**src/rtl/counter_pkg.sv**
```systemverilog
// Shared constants and types for the two-digit BCD counter and its display path.
package counter_pkg;

    localparam logic [3:0] DIGIT_MAX = 4'd9;

    // Active-high segment patterns, bit order {g,f,e,d,c,b,a}
    localparam logic [6:0] SEG_DIGIT_0 = 7'h3F;
    localparam logic [6:0] SEG_DIGIT_1 = 7'h06;
    localparam logic [6:0] SEG_DIGIT_2 = 7'h5B;
    localparam logic [6:0] SEG_DIGIT_3 = 7'h4F;
    localparam logic [6:0] SEG_DIGIT_4 = 7'h66;
    localparam logic [6:0] SEG_DIGIT_5 = 7'h6D;
    localparam logic [6:0] SEG_DIGIT_6 = 7'h7D;
    localparam logic [6:0] SEG_DIGIT_7 = 7'h07;
    localparam logic [6:0] SEG_DIGIT_8 = 7'h7F;
    localparam logic [6:0] SEG_DIGIT_9 = 7'h6F;
    localparam logic [6:0] SEG_BLANK   = 7'h00;

    typedef struct packed {
        logic [3:0] tens;
        logic [3:0] ones;
    } bcd_t;

endpackage

```
**src/rtl/bcd_counter_99_if.sv**
```systemverilog
// Control inputs and count/display outputs of the BCD counter, bundled for port wiring.
interface bcd_counter_99_if;

    logic       cnt_tick;
    logic       cnt_en;
    logic       cnt_up;
    logic       cnt_clr;
    logic [3:0] cnt_ones;
    logic [3:0] cnt_tens;
    logic       cnt_wrap;
    logic [6:0] seg_out;
    logic [1:0] seg_an;

    // Driver of the controls, consumer of count and display
    modport master (
        output cnt_tick, cnt_en, cnt_up, cnt_clr,
        input  cnt_ones, cnt_tens, cnt_wrap, seg_out, seg_an
    );

    // The counter itself
    modport slave (
        input  cnt_tick, cnt_en, cnt_up, cnt_clr,
        output cnt_ones, cnt_tens, cnt_wrap, seg_out, seg_an
    );

endinterface

```
**src/rtl/seg7_decode.sv**
```systemverilog
// Combinational BCD to active-high seven-segment decoder; codes 10-15 decode to blank.
module seg7_decode
    import counter_pkg::*;
(
    input  logic [3:0] digit_i,
    output logic [6:0] seg_o
);

    // Table lookup, non-BCD codes blank the digit
    always_comb begin
        seg_o = SEG_BLANK;
        case (digit_i)
            4'd0:    seg_o = SEG_DIGIT_0;
            4'd1:    seg_o = SEG_DIGIT_1;
            4'd2:    seg_o = SEG_DIGIT_2;
            4'd3:    seg_o = SEG_DIGIT_3;
            4'd4:    seg_o = SEG_DIGIT_4;
            4'd5:    seg_o = SEG_DIGIT_5;
            4'd6:    seg_o = SEG_DIGIT_6;
            4'd7:    seg_o = SEG_DIGIT_7;
            4'd8:    seg_o = SEG_DIGIT_8;
            4'd9:    seg_o = SEG_DIGIT_9;
            default: seg_o = SEG_BLANK;
        endcase
    end

endmodule

```
**src/rtl/bcd_counter_99.sv**
```systemverilog
// Two-digit up/down BCD counter stepped by rising edges of a slow tick, with a
// registered, time-multiplexed seven-segment display drive.
module bcd_counter_99
    import counter_pkg::*;
#(
    parameter int unsigned REFRESH_BITS   = 17,
    parameter bit          SEG_ACTIVE_LOW = 1'b1
) (
    input logic              fsys,
    input logic              cnt_rst_n,
    bcd_counter_99_if.slave  bus
);

    localparam logic [6:0] SEG_OFF = SEG_ACTIVE_LOW ? ~SEG_BLANK : SEG_BLANK;
    localparam logic [1:0] AN_OFF  = SEG_ACTIVE_LOW ? 2'b11 : 2'b00;
    localparam logic [REFRESH_BITS-1:0] REFRESH_ONE = {{(REFRESH_BITS-1){1'b0}}, 1'b1};

    // tick_dly_q is the previous-cycle copy of cnt_tick used for edge detection
    logic                    tick_dly_q, tick_dly_d;
    logic                    step_q, step_d;
    bcd_t                    count_q, count_d;
    logic                    wrap_q, wrap_d;
    logic [REFRESH_BITS-1:0] refresh_q, refresh_d;
    logic [6:0]              seg_q, seg_d;
    logic [1:0]              an_q, an_d;

    logic       show_tens;
    logic [3:0] shown_digit;
    logic [6:0] seg_hi;

    // Edge detect: a qualified rising edge is registered and applied one cycle later;
    // clear in the detection cycle discards it so clear always wins.
    always_comb begin
        tick_dly_d = bus.cnt_tick;
        step_d     = bus.cnt_tick & ~tick_dly_q & bus.cnt_en & ~bus.cnt_clr;
    end

    // Next count value with decimal carry/borrow and 99<->00 wrap
    always_comb begin
        count_d = count_q;
        wrap_d  = 1'b0;
        if (bus.cnt_clr) begin
            count_d = '0;
        end else if (step_q) begin
            if (bus.cnt_up) begin
                if (count_q.ones == DIGIT_MAX) begin
                    count_d.ones = 4'd0;
                    if (count_q.tens == DIGIT_MAX) begin
                        count_d.tens = 4'd0;
                        wrap_d       = 1'b1;
                    end else begin
                        count_d.tens = count_q.tens + 4'd1;
                    end
                end else begin
                    count_d.ones = count_q.ones + 4'd1;
                end
            end else begin
                if (count_q.ones == 4'd0) begin
                    count_d.ones = DIGIT_MAX;
                    if (count_q.tens == 4'd0) begin
                        count_d.tens = DIGIT_MAX;
                        wrap_d       = 1'b1;
                    end else begin
                        count_d.tens = count_q.tens - 4'd1;
                    end
                end else begin
                    count_d.ones = count_q.ones - 4'd1;
                end
            end
        end
    end

    // Display scan: refresh MSB picks the digit; segments and enables are registered together
    always_comb begin
        refresh_d   = refresh_q + REFRESH_ONE;
        show_tens   = refresh_q[REFRESH_BITS-1];
        shown_digit = show_tens ? count_q.tens : count_q.ones;
        seg_d       = SEG_ACTIVE_LOW ? ~seg_hi : seg_hi;
        an_d        = show_tens ? 2'b10 : 2'b01;
        if (SEG_ACTIVE_LOW) begin
            an_d = ~an_d;
        end
    end

    seg7_decode u_seg7_decode (
        .digit_i (shown_digit),
        .seg_o   (seg_hi)
    );

    // State registers; tick delay resets high so a tick already high at release is ignored
    always_ff @(posedge fsys or negedge cnt_rst_n) begin
        if (!cnt_rst_n) begin
            tick_dly_q <= 1'b1;
            step_q     <= 1'b0;
            count_q    <= '0;
            wrap_q     <= 1'b0;
            refresh_q  <= '0;
            seg_q      <= SEG_OFF;
            an_q       <= AN_OFF;
        end else begin
            tick_dly_q <= tick_dly_d;
            step_q     <= step_d;
            count_q    <= count_d;
            wrap_q     <= wrap_d;
            refresh_q  <= refresh_d;
            seg_q      <= seg_d;
            an_q       <= an_d;
        end
    end

    assign bus.cnt_ones = count_q.ones;
    assign bus.cnt_tens = count_q.tens;
    assign bus.cnt_wrap = wrap_q;
    assign bus.seg_out  = seg_q;
    assign bus.seg_an   = an_q;

endmodule

```
**src/flat_wrapper.sv**
```systemverilog
// flat-port wrapper written by rule: the top's interface ports become plain ports
module bcd_counter_99_flat import counter_pkg::*;
#(
    parameter int unsigned REFRESH_BITS   = 17,
    parameter bit          SEG_ACTIVE_LOW = 1'b1
)
  (fsys, cnt_rst_n, bus_cnt_tick, bus_cnt_en, bus_cnt_up, bus_cnt_clr, bus_cnt_ones, bus_cnt_tens, bus_cnt_wrap, bus_seg_out, bus_seg_an);
  bcd_counter_99_if bus_i ();
  input logic fsys;
  input logic cnt_rst_n;
  input wire logic [$bits(bus_i.cnt_tick)-1:0] bus_cnt_tick;
  input wire logic [$bits(bus_i.cnt_en)-1:0] bus_cnt_en;
  input wire logic [$bits(bus_i.cnt_up)-1:0] bus_cnt_up;
  input wire logic [$bits(bus_i.cnt_clr)-1:0] bus_cnt_clr;
  output wire logic [$bits(bus_i.cnt_ones)-1:0] bus_cnt_ones;
  output wire logic [$bits(bus_i.cnt_tens)-1:0] bus_cnt_tens;
  output wire logic [$bits(bus_i.cnt_wrap)-1:0] bus_cnt_wrap;
  output wire logic [$bits(bus_i.seg_out)-1:0] bus_seg_out;
  output wire logic [$bits(bus_i.seg_an)-1:0] bus_seg_an;
  assign bus_i.cnt_tick = bus_cnt_tick;
  assign bus_i.cnt_en = bus_cnt_en;
  assign bus_i.cnt_up = bus_cnt_up;
  assign bus_i.cnt_clr = bus_cnt_clr;
  assign bus_cnt_ones = bus_i.cnt_ones;
  assign bus_cnt_tens = bus_i.cnt_tens;
  assign bus_cnt_wrap = bus_i.cnt_wrap;
  assign bus_seg_out = bus_i.seg_out;
  assign bus_seg_an = bus_i.seg_an;
  bcd_counter_99 #(.REFRESH_BITS(REFRESH_BITS), .SEG_ACTIVE_LOW(SEG_ACTIVE_LOW)) u_core (.fsys(fsys), .cnt_rst_n(cnt_rst_n), .bus(bus_i));
endmodule
```
**config.mk**
```make
export PLATFORM = sky130hd
export DESIGN_NAME = bcd_counter_99_flat
export DESIGN_NICKNAME = d
export VERILOG_FILES = /design/src/rtl/counter_pkg.sv /design/src/rtl/bcd_counter_99_if.sv /design/src/rtl/seg7_decode.sv /design/src/rtl/bcd_counter_99.sv /design/src/flat_wrapper.sv
export SDC_FILE = /design/constraint.sdc
export NUM_CORES = 1
export LEC_CHECK = 0
export ABC_AREA = 0
export CAP_MARGIN = 30
export CORE_MARGIN = 4
export CORE_UTILIZATION = 45
export CTS_CLUSTER_SIZE = 25
export DETAILED_ROUTE_END_ITERATION = 7
export HOLD_SLACK_MARGIN = 0.06
export PLACE_DENSITY = 0.68
export SLEW_MARGIN = 40
export SYNTH_ARGS = -nofsm -noshare
export SYNTH_HDL_FRONTEND = slang
export SYNTH_SLANG_ARGS = --single-unit
```
**constraint.sdc**
```tcl
create_clock -name fsys -period 1.8 [get_ports fsys]
set_input_delay 0.18 -clock fsys [delete_from_list [all_inputs] [get_ports fsys]]
set_output_delay 0.18 -clock fsys [all_outputs]
set_load 0.02 [all_outputs]
```
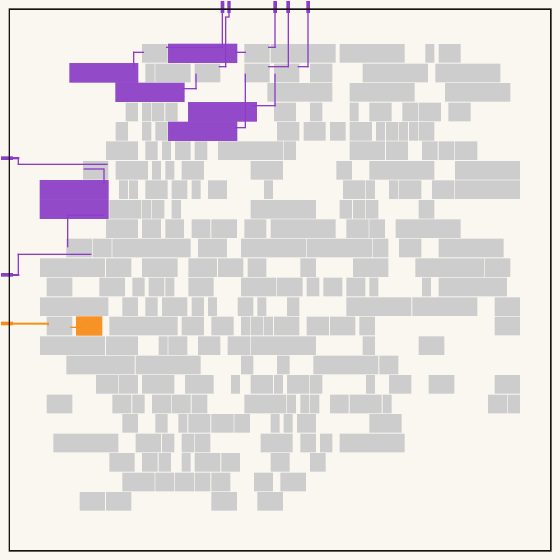
Figure 1: port wiring.
Key: orange = `bus_cnt_en` [bits 1, direction input, edge left, end cells 1, wire 6.40 µm]; purple = `bus_seg_out` [bits 7, direction output, edge 5 top, 2 left, end cells 7, wire 114 µm]
count of port buffers added during placement: 23
Top Ports: 24

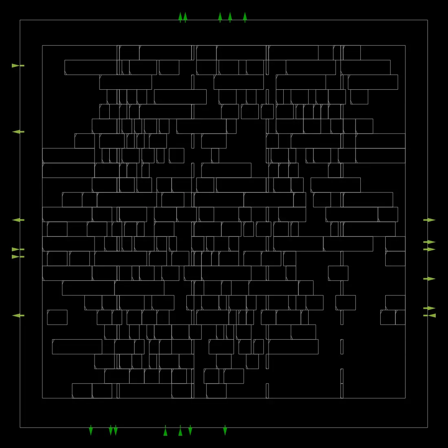
Figure 2: cell outlines without signal wires.
Seq/total area: 37.0%
total number of tap cells: 52
number of placement rows: 24
final design utilization: 58.0%
tally of filler cells in the layout: 395

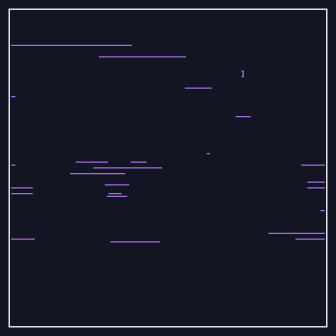
Figure 3: the metal 3 layer.
The wires run mostly horizontal. The layer holds 4.2% of the routed length. The layer carries 174 µm of wire.
final wirelength: 4130 µm
vias after detailed routing: 1584

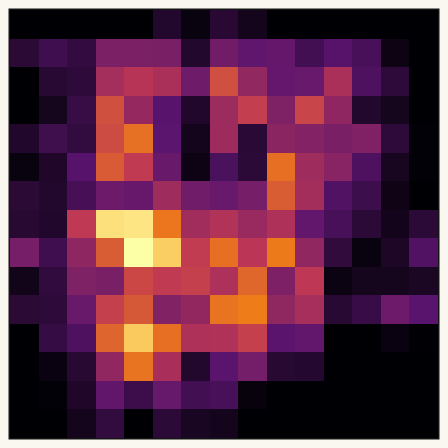
Figure 4: wiring heat map.
15 x 15 tiles, from black (low) to pale yellow (high), scaled to the fullest tile. Values are wire area over tile area, all layers added.
15% of the tiles are over half the peak. 20% of the tiles are nearly empty. The mean over all tiles is 0.11. The emptiest ninth of the die: bottom right.

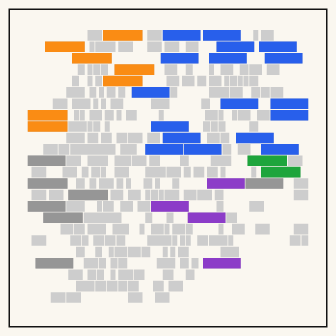
Figure 5: sequential cells grouped by signal name.
Key: blue = `u_core.refresh_q` [sequential cells 17]; purple = `u_core.bus.cnt_tens` [sequential cells 4]; orange = `u_core.bus.seg_out` [sequential cells 7, where top left]; green = `u_core.bus.seg_an` [sequential cells 2]
Another 7 sequential cells are not coloured.

==> run notes <==
In the synthesized netlist the async set-or-reset flop fraction comes to 100%. For reference, full adder, half adder and majority cells occupy 7.34% of the area reported after synthesis. The post-route netlist has 20.5% of its cells at a drive strength greater than 1. The run gives 24.2% for the signed area change from the synthesized netlist to the final layout. For the combinational gate count, the log shows 145.

The sum of negative setup slack is 0 ns, and the number of pins with negative max-slew slack in the final report is 0. The deepest clock path buffer count is 2. The flow ran to the end, and the final reports show no timing, DRC or antenna violations. The internal reg-to-reg setup slack is 0.07 ns, and the placer's final routability congestion estimate is 0.848.

Endpoint required time on the critical path: 2.02 ns. Half-perimeter wire length after placement: 2920 µm. The design draws 2.43 mW.

Number of distinct standard cells referenced by the synthesized netlist: 51. TritonCTS built the clock tree. The leakage component of the power was reported as 1.12 nW.

Dividing the final minimum period by the clock period gives 95.8%. The mapped netlist covers 0.00205 mm². For the number of nets in the layout, the log shows 256. The tools report the count of placed standard cells in the final layout, fillers left out as 291. The area of all placed cells without fillers is 0.00254 mm². For reference, the post-synthesis area per instance comes to 10.2 µm². The count of non-CTS inverters in the layout was 11; the clock skew was 0.00659 ns. Counting flops and latches in the post-synthesis netlist gives 37.

With the transition time at the pin with the least slew margin at 0.461 ns, the count of cell instances traversed by the critical path is 6. In this run the clock root is driven by a sky130_fd_sc_hd__clkbuf_8.
-- state kept, by name, summed over array words and instances (netlist names) --
name                 flops
u_core.bus.cnt_ones      4
u_core.bus.cnt_tens      4
u_core.bus.cnt_wrap      1
u_core.bus.seg_an        2
u_core.bus.seg_out       7
u_core.refresh_q        17
u_core.step_q            1
u_core.tick_dly_q        1
-- worst reg2reg max path: cells and delay by family (launching register included) --
family	cells	cell delay (ns)
AOI/OAI and AO/OA	3	0.61
DFF	1	0.41
and+or+nand+nor	1	0.26
adders and majority gates	1	0.22
buffers and inverters	1	0.16
-- metal layers --
metal | part of all wire (%) | wire [µm] | GRT usage [%]
met1 | 49 | 2010 | 21.0
met2 | 46 | 1890 | 25.0
met3 | 4.2 | 174 | 4.88
met4 | 1.2 | 51 | 5.05
met5 | 0 | 0 | 0
Power figures rest on the tool's default switching activity, not on a simulated workload.
